Figure 1. Signal wires on met4 (run 1).
Drawn at 3 px/um. Supply wires on this layer in grey.
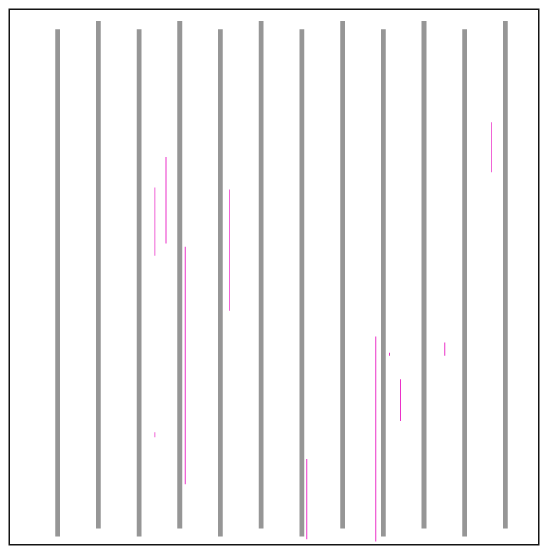
Figure 2. Metal layers overlaid (run 1).
Drawn at 3 px/um. Two of the layers only.
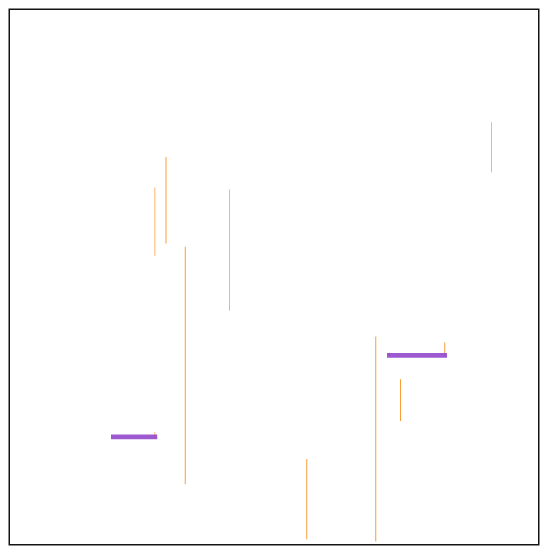
Figure 3. Met1 routing (run 1).
Drawn at 3 px/um. Supply wires on this layer in grey.
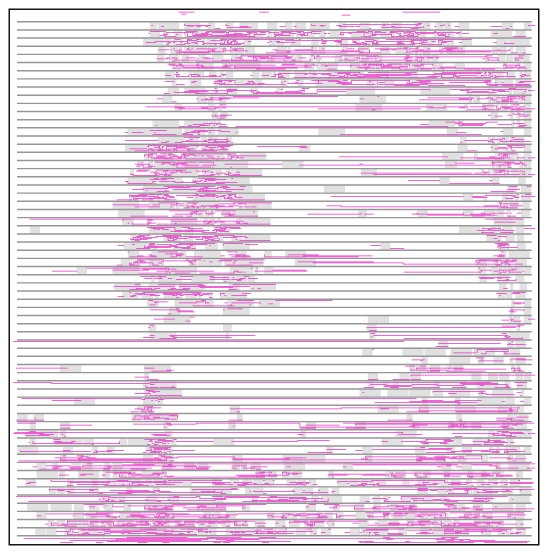
<file path="src/rtl/mem_bus_arbiter_pkg.sv">
// Shared types for the memory bus arbiter: bus commands, requester identity,
// owner-table entry format and the bus geometry constants.
package mem_bus_arbiter_pkg;

   localparam int XLEN       = 32;
   localparam int TAG_W      = 4;
   localparam int NTAG       = 16;
   localparam int STARVE_LIM = 4;

   typedef enum logic [1:0] {
      BUS_NONE  = 2'h0,
      BUS_LOAD  = 2'h1,
      BUS_STORE = 2'h2
   } BUS_COMMAND;

   typedef enum logic {
      ARB_IC = 1'b0,
      ARB_DC = 1'b1
   } ARB_OWNER_T;

   typedef struct packed {
      logic       valid;
      ARB_OWNER_T owner;
   } MEM_TAG_ENTRY_PACKET;

endpackage

</file>
<file path="src/rtl/mem_arb_tag_table.sv">
// Owner table for outstanding memory tags. A return lookup is combinational;
// the clear of a returned entry is applied before a same-cycle allocation, so
// a tag can be handed straight back out on the cycle it comes home.
// tag_err is sticky: data on a tag nobody owns, or allocation onto a live tag.
module mem_arb_tag_table
   import mem_bus_arbiter_pkg::*;
#(
   parameter int NTAG_P = NTAG
) (
   input  logic             clock,
   input  logic             reset,
   input  logic             alloc_en,
   input  logic [TAG_W-1:0] alloc_tag,
   input  ARB_OWNER_T       alloc_owner,
   input  logic [TAG_W-1:0] ret_tag,
   output logic             ret_hit,
   output ARB_OWNER_T       ret_owner,
   output logic             tag_err
);

   MEM_TAG_ENTRY_PACKET entries [NTAG_P];

   logic ret_miss;
   logic alloc_clash;

   // Lookup of the returning tag and detection of the two error cases.
   always_comb begin
      ret_hit     = (ret_tag != '0) && entries[ret_tag].valid;
      ret_miss    = (ret_tag != '0) && !entries[ret_tag].valid;
      ret_owner   = entries[ret_tag].owner;
      alloc_clash = alloc_en && entries[alloc_tag].valid &&
                    !(ret_hit && (ret_tag == alloc_tag));
   end

   // Table update: clear on return first, then allocate; sticky error flag.
   always_ff @(posedge clock or posedge reset) begin
      if (reset) begin
         for (int i = 0; i < NTAG_P; i++) begin
            entries[i] <= '0;
         end
         tag_err <= 1'b0;
      end else begin
         if (ret_hit) begin
            entries[ret_tag].valid <= 1'b0;
         end
         if (alloc_en) begin
            entries[alloc_tag] <= '{valid: 1'b1, owner: alloc_owner};
         end
         if (ret_miss || alloc_clash) begin
            tag_err <= 1'b1;
         end
      end
   end

endmodule

</file>
<file path="src/rtl/mem_bus_arbiter.sv">
// Shares one memory port between the icache fetch unit (I) and the dcache
// MSHRs (D). D wins by default; I wins once it has lost STARVE_LIM requesting
// cycles in a row. Load tags are recorded in mem_arb_tag_table so returning
// data reaches only its owner.
// Optional build macro: MEM_ARB_STATS_EN adds grant/conflict counters.
module mem_bus_arbiter
   import mem_bus_arbiter_pkg::*;
#(
   parameter int NTAG_P       = NTAG,
   parameter int STARVE_LIM_P = STARVE_LIM
) (
   input  logic             clock,
   input  logic             reset,
   input  logic [1:0]       ic2arb_command,
   input  logic [XLEN-1:0]  ic2arb_addr,
   input  logic [1:0]       dc2arb_command,
   input  logic [XLEN-1:0]  dc2arb_addr,
   input  logic [63:0]      dc2arb_data,
   output logic [TAG_W-1:0] arb2ic_response,
   output logic [TAG_W-1:0] arb2dc_response,
   output logic [63:0]      arb2ic_data,
   output logic [TAG_W-1:0] arb2ic_tag,
   output logic [63:0]      arb2dc_data,
   output logic [TAG_W-1:0] arb2dc_tag,
   output logic [1:0]       proc2mem_command,
   output logic [XLEN-1:0]  proc2mem_addr,
   output logic [63:0]      proc2mem_data,
   input  logic [TAG_W-1:0] mem2proc_response,
   input  logic [63:0]      mem2proc_data,
   input  logic [TAG_W-1:0] mem2proc_tag,
`ifdef MEM_ARB_STATS_EN
   output logic [31:0]      stat_ic_grants,
   output logic [31:0]      stat_dc_grants,
   output logic [31:0]      stat_conflicts,
`endif
   output logic             tag_err
);

   logic       ic_req, dc_req, ic_forced;
   logic       grant_ic, grant_dc;
   logic [2:0] starve_cnt;
   logic       alloc_en;
   ARB_OWNER_T alloc_owner;
   logic       ret_hit;
   ARB_OWNER_T ret_owner;

   // Request decode and priority: starvation overrides D's default priority.
   always_comb begin
      ic_req    = (ic2arb_command != BUS_NONE);
      dc_req    = (dc2arb_command != BUS_NONE);
      ic_forced = (starve_cnt >= 3'(STARVE_LIM_P));
      grant_ic  = ic_req && (!dc_req || ic_forced);
      grant_dc  = dc_req && !grant_ic;
      alloc_en  = (mem2proc_response != '0) &&
                  ((grant_ic && (ic2arb_command == BUS_LOAD)) ||
                   (grant_dc && (dc2arb_command == BUS_LOAD)));
      alloc_owner = grant_dc ? ARB_DC : ARB_IC;
   end

   // Forward the winner, route the accept tag and the returned line; all quiet in reset.
   always_comb begin
      proc2mem_command = BUS_NONE;
      proc2mem_addr    = '0;
      proc2mem_data    = '0;
      arb2ic_response  = '0;
      arb2dc_response  = '0;
      arb2ic_data      = '0;
      arb2ic_tag       = '0;
      arb2dc_data      = '0;
      arb2dc_tag       = '0;
      if (!reset) begin
         if (grant_dc) begin
            proc2mem_command = dc2arb_command;
            proc2mem_addr    = dc2arb_addr;
            proc2mem_data    = dc2arb_data;
            arb2dc_response  = mem2proc_response;
         end else if (grant_ic) begin
            proc2mem_command = ic2arb_command;
            proc2mem_addr    = ic2arb_addr;
            arb2ic_response  = mem2proc_response;
         end
         if (ret_hit) begin
            if (ret_owner == ARB_IC) begin
               arb2ic_data = mem2proc_data;
               arb2ic_tag  = mem2proc_tag;
            end else begin
               arb2dc_data = mem2proc_data;
               arb2dc_tag  = mem2proc_tag;
            end
         end
      end
   end

   // Consecutive lost cycles for I, saturating at the forcing threshold.
   always_ff @(posedge clock or posedge reset) begin
      if (reset) begin
         starve_cnt <= '0;
      end else if (ic_req && !grant_ic) begin
         if (starve_cnt < 3'(STARVE_LIM_P)) begin
            starve_cnt <= starve_cnt + 3'd1;
         end
      end else begin
         starve_cnt <= '0;
      end
   end

`ifdef MEM_ARB_STATS_EN
   // Accepted grants per requester and cycles where both were asking.
   always_ff @(posedge clock or posedge reset) begin
      if (reset) begin
         stat_ic_grants <= '0;
         stat_dc_grants <= '0;
         stat_conflicts <= '0;
      end else begin
         if (grant_ic && (mem2proc_response != '0)) begin
            stat_ic_grants <= stat_ic_grants + 32'd1;
         end
         if (grant_dc && (mem2proc_response != '0)) begin
            stat_dc_grants <= stat_dc_grants + 32'd1;
         end
         if (ic_req && dc_req) begin
            stat_conflicts <= stat_conflicts + 32'd1;
         end
      end
   end
`endif

   mem_arb_tag_table #(
      .NTAG_P(NTAG_P)
   ) u_tag_table (
      .clock       (clock),
      .reset       (reset),
      .alloc_en    (alloc_en),
      .alloc_tag   (mem2proc_response),
      .alloc_owner (alloc_owner),
      .ret_tag     (mem2proc_tag),
      .ret_hit     (ret_hit),
      .ret_owner   (ret_owner),
      .tag_err     (tag_err)
   );

endmodule

</file>
<file path="config.mk">
export PLATFORM = sky130hd
export DESIGN_NAME = mem_bus_arbiter
export DESIGN_NICKNAME = d
export VERILOG_FILES = /design/src/rtl/mem_bus_arbiter_pkg.sv /design/src/rtl/mem_arb_tag_table.sv /design/src/rtl/mem_bus_arbiter.sv
export SDC_FILE = /design/constraint.sdc
export NUM_CORES = 1
export LEC_CHECK = 0
export CORE_AREA = 2 2 174 176
export DETAILED_ROUTE_END_ITERATION = 8
export DIE_AREA = 0 0 176 178
export SLEW_MARGIN = 20
export SYNTH_ARGS = -nofsm -noshare
export SYNTH_HDL_FRONTEND = slang
export SYNTH_HIERARCHICAL = 1
export SYNTH_SLANG_ARGS = --single-unit
export TNS_END_PERCENT = 20
</file>
<file path="constraint.sdc">
create_clock -name clock -period 3.9 [get_ports clock]
set_input_delay 0.78 -clock clock [delete_from_list [all_inputs] [get_ports clock]]
set_output_delay 0.78 -clock clock [all_outputs]
set_load 0.03 [all_outputs]
</file>
==> flow_summary.json <==
{
  "finalNetCount": 1208,
  "place_area_um2": 8890,
  "pwr-share-clk_pct": 14.3,
  "p_comb_share_pct": 67.2,
  "grt_usage_pct": 15.8,
  "most_common_cell": "nor2_1",
  "cp-start-kind": "primary input",
  "synth.net_count": 746,
  "drtAntennaViolNets": 0,
  "yosysChipArea_um2": 3780,
  "dr.pass1.iters": 5,
  "worstHoldEndpoint": "starve_cnt[0]",
  "p_int_mw": 1.63,
  "die_y_um": 178,
  "finalCritPeriodShare_pct": 96.2,
  "gp_congestion": 0.874,
  "cp.required_ps": 3120,
  "n_fill_cell": 3030,
  "std_cell_rows": 63,
  "ff2ff_setup_slack_ps": 1430,
  "setup_viol": 0,
  "fp_util_pct": 12.9,
  "switchingPower_mw": 1.22,
  "avgViaCountPerCell": 4.08,
  "power_mw": 2.85,
  "end_kind": "output pin",
  "htreeDepth": 2,
  "status": "finished, final reports clean",
  "yosysCellCount": 539,
  "syn_area_um2": 3780,
  "drtIter0Drc": 458,
  "hp-class": "reg -> reg",
  "yosysWarningCount": 6,
  "r2r_start": "starve_cnt[2]",
  "grt_max_degree": 58,
  "syn-instance-count": 539,
  "tightest_slew_ps": 584,
  "wl_per_cell_um": 19.9,
  "setup_tns_ps": 0,
  "rsz0062_at_grt": "no",
  "antenna_found_initial": 5,
  "top_cell_area_share_pct": 23.8,
  "synthDistinctLibCells": 40,
  "skew_ps": 5.05,
  "async_reset_ff_share_pct": 100,
  "maxCapViolCount": 0,
  "finalHoldViolations": 0,
  "dpl_worst_slack_ps": -303,
  "dieArea_um2": 31300,
  "clkSlewWorstSetupHoldPaths_ps": 60,
  "swShare_pct": 42.8,
  "yosysSeqAreaShare_pct": 23.8,
  "path_max_fanout": 20,
  "edf_count": 0,
  "p_leak_nw": 4.26,
  "ir_drop_mv": 0.169,
  "ys_seq_elements": 36,
  "finalWorstPathRequiredPeriod_ps": 3750,
  "core-area_um2": 29400,
  "seqPwrFrac_pct": 18.5
}
-- Figure 1 (at the start) --
- main direction: vertical
- longest straight run: 78.9 um
- nets with wire on the layer: 10
Post-Route WL: 27,700 um
DR vias: 5,684

-- Figure 2 (at the start) --
- orange: met4 (wire length 301 um)
- purple: met5 (wire length 32.2 um)

-- Figure 3 (at the start) --
- wire length on this layer: 12,000 um
- share of all routed wire: 44%
- longest straight run: 140 um
- main direction: horizontal
global-route track usage on met1: 21.1%

==> run 1: kinds of logic after synthesis <==
| logic type | after synthesis | share of synthesized area (%) |
|---|---|---|
| AND-OR/OR-AND | 70 | 13.9 |
| XOR/XNOR | 4 | 0.927 |
| adder cells (fa/ha/maj) | 1 | 0.331 |
| buffers and inverters | 51 | 6.39 |
| flip-flops | 36 | 23.8 |
| multiplexers | 32 | 13.3 |
| AND/OR/NAND/NOR | 345 | 41.3 |
==> run 1: flip-flops by register name, summed over array words and instances, names as in the netlist <==
signal               count
u_tag_table/entries     32
u_tag_table/tag_err      1
starve_cnt               3
==> run 1: metal layers <==
layer  global-route usage, %  routed length [um]  vias up
li1                        -                   -     2698
met1                    21.1               12000     2700
met2                    25.0               12600      261
met3                    5.69                2680       21
met4                    2.03                 300        4
met5                       0                  32        -
==> run 1: critical path: stages <==
cell and delay, ps:
clkdlybuf4s50_1 500, mux4_2 490, and2_1 210, nor2_4 140, buf_12 140, buf_6 190, nand2_1 170, nor2_2 190
buf_12 130
==> run 1: power by group through the flow <==
stage,clock (mW),combinational (mW),sequential (mW)
floorplan,0,0.861,0.503
global placement,0,1.66,0.532
detailed placement,0,1.67,0.530
CTS,0.416,1.79,0.526
global route,0.435,2.02,0.539
finish,0.408,1.91,0.528
==> run 1: through the flow <==
step / hold WS [ps] / utilization (%) / instances
detailed placement: 438 / 30.2 / 1370
finish: 456 / 32.6 / 1392
CTS: 454 / 31.7 / 1384
global placement: 435 / 30.2 / 1370
floorplan: 418 / - / 539
global route: 485 / 32.6 / 1392
==> run 1: timing repair <==
item	4_1_cts	5_1_grt
endpoints found under the setup margin	136	131
pin swaps	2	4
resized	53	31
buffers inserted	2	0
hold buffers	0	0
gates cloned	4	8
==> run 1: worst max-delay path by stage <==
stage | endpoint | cells after the start | startpoint | slack (ps)
finish | arb2dc_data[52] | 9 | mem2proc_tag[2] | 150
detailed placement | arb2ic_data[14] | 8 | mem2proc_tag[0] | -300
global route | arb2dc_data[52] | 9 | mem2proc_tag[2] | 50
global placement | arb2ic_data[29] | 8 | mem2proc_tag[0] | -250
CTS | arb2ic_data[30] | 9 | mem2proc_tag[1] | -40
floorplan | arb2dc_data[45] | 9 | mem2proc_tag[2] | 4
==> run 1: cell type report <==
cell class / count / area, um^2 / share of cell area (%)
Sequential cell: 36 / 901 / 9.40
Clock buffer: 6 / 139 / 1.45
Multi-Input combinational cell: 453 / 2830 / 29.5
Clock inverter: 2 / 13.8 / 0.144
Timing Repair Buffer: 503 / 5210 / 54.4
Inverter: 2 / 7.51 / 0.0783
Tap cell: 390 / 488 / 5.09
==> run 1: placed cells by master (no fill, tap or decap), types with 9 or more instances in the layout <==
master,synthesis,routed
a22o_1,32,32
and2_1,75,75
buf_12,0,52
buf_4,4,210
buf_6,2,13
clkbuf_16,0,11
clkdlybuf4s50_1,0,208
dfrtp_1,36,36
mux2_2,16,16
mux4_2,9,9
nand2_1,84,82
nand2b_1,12,12
nor2_1,154,121
nor2_2,0,19
nor2_4,0,14
o21ai_0,24,24
Power figures rest on the tool's default switching activity, not on a simulated workload.
